**Run 1: signal wires on met3**

Scale: 2 px per um.
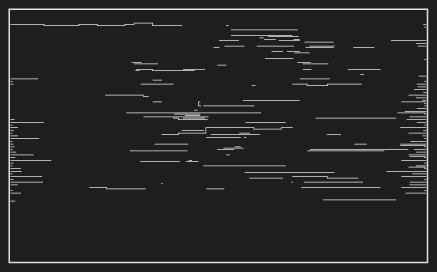
**Run 1: signal wires on met2**

Scale: 2 px per um. Cells faint in the background.
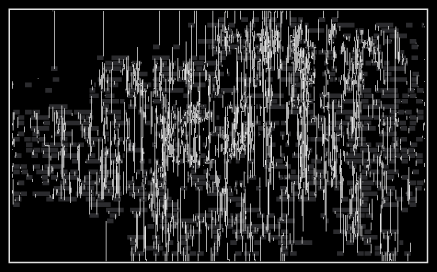
**Run 1: gate-type map**

Scale: 3 px per um.
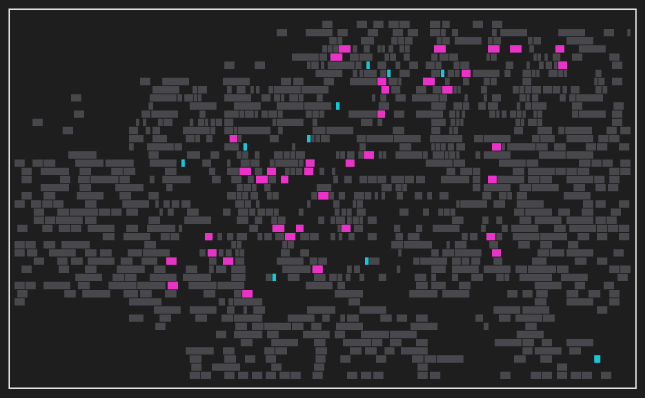
Design sie_phase_sequencer_flat, sky130hd; sources not shown.
==> ci_impl_report.md, run 1 <==
## Implementation flow summary

| Metric | Value |
|---|---|
| Max reg flops | 96 |
| CP bufs+invs | 3 |
| Routed metal-1 wirelength | 13.5 mm |
| Syn-to-layout area delta | 26.2% |
| Core Util at FP | 32.2% |
| Logic area | 4230 um^2 |
| Post-synthesis adder-cell area fraction | 0.789% |
| Yosys stat area | 7930 um^2 |
| Simple-Gate Fraction of Synth Area | 15.9% |
| Power per Cell Area | 138 nW/um^2 |
| Inserted Clock Buffers | 17 |
| Dominant kind of combinational cell | multiplexers |
| Seq. pwr | 0.461 mW |
| Clock Power | 0.391 mW |
| Vias in the first global route | 6261 |
| Gr ovfl total | 0 |
| I/O Buffers | 140 |
| Root Buffer Master | clkbuf_8 |
| Logic power comb | 0.531 mW |
| H-tree depth | 4 |
| Post_cts resized | 0 |
| Net Count, Synth | 861 |
| Outcome | completed |
| Leak pwr | 4.22 nW |
| Core Util, Final | 40.6% |
| Clock power frac | 28.2% |
| Top cells excl fill/tap | clkdlybuf4s50_1, mux2_2, dfrtp_1 |
| Logic gate share of total power | 38.4% |
| Via-to-Cell Ratio | 5.46 |
| RSZ-0062 raised after global routing | no |
| DR WL/cell | 20.9 um |
| Tightest Pin Transition | 1.02 ns |
| Final Net Count | 973 |
| Top Usage Layer GRT | met1 |
| Relative slew slack | 31.7% |
| Pwr Total | 1.38 mW |
| Worst setup margin | 7.39 ns |
| Number of non-clock buffers in the layout | 149 |
| Sw Ratio | 36.8% |
| Post-CTS setup buffer count | 0 |
| Ports | 142 |
| Stage-log warning count | 28 |
| XOR Share, Synth | 3.87% |
| Core Area | 24600 um^2 |
| Hold Path Stages | 1 |
| Synth warn | 0 |
| Mapped Cells | 756 |
| Distinct lib cells | 72 |
| Switching power | 0.509 mW |
| R2R Setup Slk | 7.39 ns |
| Fraction of area in registers | 34.2% |
| GR Util met1 | 32.0% |
| Initial antenna violation count | 0 |
| Syn Area/Cell | 10.5 um^2 |
| Critical path's top delay family | simple AND/OR/NAND/NOR gates |
| Most common cell on crit path | buf_4 |
| Antenna diodes | 0 |
| Hold WC Path Type | reg2reg |
| First-pass GRT wire length | 39.6 mm |
| Required time of the worst setup path | 13.43 ns |
| Final setup violation count | 0 |
| CP arrival | 6.05 ns |
| Cells in synth_stat.txt | 756 |
-- 'signal wires on met3' (at the start) --
main direction = horizontal
longest straight run = 67.2 um
nets with wire on the layer = 143
share of all routed wire = 7.4%
Vias: 6574
WL final: 25.1 mm
met3 GRT Util: 5.14%

-- 'signal wires on met2' (at the start) --
longest straight run = 70.7 um
main direction = vertical
nets with wire on the layer = 814
wire length on this layer = 9510 um
met2 Track Usage GR: 25.3%

-- 'gate-type map' (at the start) --
cyan -> inverters  # cells 10
magenta -> AND-OR and OR-AND gates  # cells 38
Post-Layout Cell Count: 1203
Commonest Layout Cell: clkdlybuf4s50_1

## run 1: Yosys cell counts (7+ instances only)
cell,number,area [um^2]
or3_1,9,56.3
buf_2,10,50.1
o21ai_0,17,85.1
xnor2_1,22,193
and3_1,13,81.3
inv_1,8,30.0
clkbuf_1,41,154
o22ai_1,7,43.8
nor2_1,39,146
nand3_1,24,120
nand2_1,35,131
nand4_1,11,68.8
a21oi_1,21,105
mux2i_1,19,190
a221oi_1,12,105
mux2_2,111,1250
nor3_1,36,180
and2_1,11,68.8
nand2b_1,9,56.3
dfstp_2,33,867
dfrtp_1,102,2550
nor2b_1,9,56.3
or2_2,8,50.1
xor2_1,13,114
a22o_1,9,78.8
a211oi_1,12,90.1
a22oi_1,7,52.6
nor4_1,12,75.1
**Run 1: sizing map**

Scale: 3 px per um.
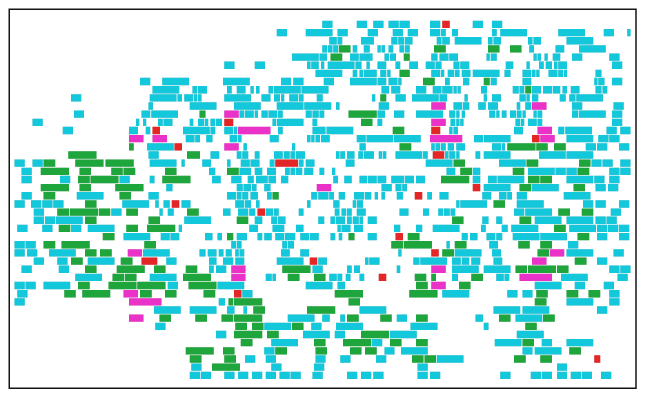

==> run 1 -> run 2 <==
- PLACE_DENSITY: 0.56 -> 0.58
- clock period: 13.2 -> 4.84 ns (I/O delays scaled with it)
**Run 2: sizing map**

Scale: 3 px per um.
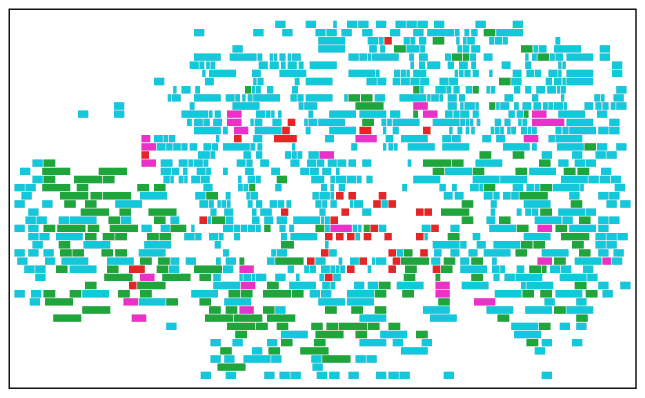
green -> _2 cells  # cells 171, share 19%
red -> _3 and _4 cells  # cells 39, share 4.3%
magenta -> _6 and larger  # cells 26, share 2.9%
cyan -> _0 and _1 cells  # cells 670, share 74%
Final Instance Area: 10200 um^2
Syn-to-layout area delta: 28.5%
number of non-clock buffers in the layout: 174
worst setup margin: 0.169 ns

==> ci_impl_report.md, run 2 <==
## Implementation flow summary

| Metric | Value |
|---|---|
| Outcome | completed |
| Share of cells above drive strength 1 | 26.0% |
| DR top layer | met4 |
| Fin crit period | 4.67 ns |
| Hold WC Path Type | reg2reg |
| Pre-CTS WS | 0.142 ns |
| Vias in the first global route | 6441 |
| Top cell area share | 32.2% |
| Post-Layout Cell Count | 1228 |
| Vias | 6692 |
| Routed metal-1 wirelength | 13.6 mm |
| Syn Area/Cell | 10.5 um^2 |
| Most common cell on crit path | a221oi_1 |
| Yosys stat area | 7930 um^2 |
| Top cells by count, synth | mux2_2, dfrtp_1, clkbuf_1 |
| Critical path's top delay family | AND-OR/OR-AND gates |
| Max FO, Critical Path | 22 |
| DR WL/cell | 20.5 um |
| H-tree depth | 4 |
| First-pass GRT wire length | 39.0 mm |
| Power per Cell Area | 367 nW/um^2 |
| Core Util, Final | 41.4% |
| Tightest Pin Transition | 1.00 ns |
| Ports | 142 |
| Count leader, synth | mux2_2 |
| RSZ-0062 raised after global routing | no |
| Via-to-Cell Ratio | 5.45 |
| Final Net Count | 998 |
| Pins Over Slew Limit | 0 |
| Core Area | 24600 um^2 |
| Max reg flops | 96 |
| Final setup violation count | 0 |
| Initial antenna violation count | 0 |
| Core Util at FP | 32.2% |
| Logic area | 4250 um^2 |
| Crit path kind | reg2reg |
| Cells in synth_stat.txt | 756 |
| Root Buffer Master | clkbuf_8 |
| Net Count, Synth | 861 |
| Mapped Cells | 756 |
| Relative slew slack | 32.9% |
| Hold Path Stages | 1 |
| Fraction of area in registers | 33.6% |
| Largest class | multi-input combinational cells |
| Pwr Total | 3.74 mW |
| Synth Seq Share | 43.1% |
| Post-CTS setup buffer count | 0 |
| WL final | 25.2 mm |
| Ys flop type | dfrtp_1 |
| DR WL met3 | 1.65 mm |
| Required time of the worst setup path | 5.08 ns |
| Leak pwr | 4.33 nW |
| Synth area leader | dfrtp_1 |
| Top cells excl fill/tap | clkdlybuf4s50_1, mux2_2, dfrtp_1 |
| Commonest Layout Cell | clkdlybuf4s50_1 |
| CP arrival | 4.91 ns |
| Full die area | 26200 um^2 |
| Synth warn | 0 |
| CP bufs+invs | 2 |
| R2R Setup Slk | 0.17 ns |
| Antenna diodes | 0 |
| Stage-log warning count | 28 |
| Gr ovfl total | 0 |
| I/O Buffers | 140 |
| Top area cell types | dfrtp_1, mux2_2, dfstp_2, xnor2_1, mux2i_1 |
**Run 2: track usage over the die**

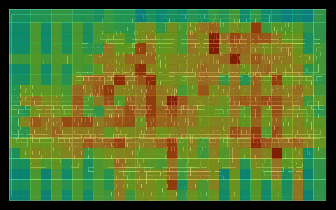
met3 GRT Util: 5.16%
GR Util met1: 31.0%
GRT Overall Usage: 19.5%
met2 Track Usage GR: 25.5%
Top Usage Layer GRT: met1

## run 2: cell types whose count changed in the layout (fill, tap and decap cells not counted), sizes merged
cell	previous run	this run
bufinv	4	1
clkinvlp	3	5
inv	8	9
buf	9	34
## run 2: where the power goes
group,switching (mW),internal [mW]
Combinational,0.871,0.689
Sequential,0.0728,1.19
Clock,0.470,0.443
Total,1.41,2.32
## run 2: kinds of logic after synthesis
group / Yosys count / synth area share, %
XOR/XNOR: 35 / 3.87
other: 1 / 0.0473
multiplexers: 131 / 18.4
AND-OR/OR-AND: 148 / 14.2
buffers and inverters: 66 / 3.62
flip-flops: 135 / 43.1
AND/OR/NAND/NOR: 235 / 15.9
adder cells (fa/ha/maj): 5 / 0.789
## run 2: timing repair
item,CTS,global route
endpoints found under the hold margin,0,0
setup endpoints to repair,0,19
resized,0,6
No activity file was given, so power comes from the tool's default toggle rates.
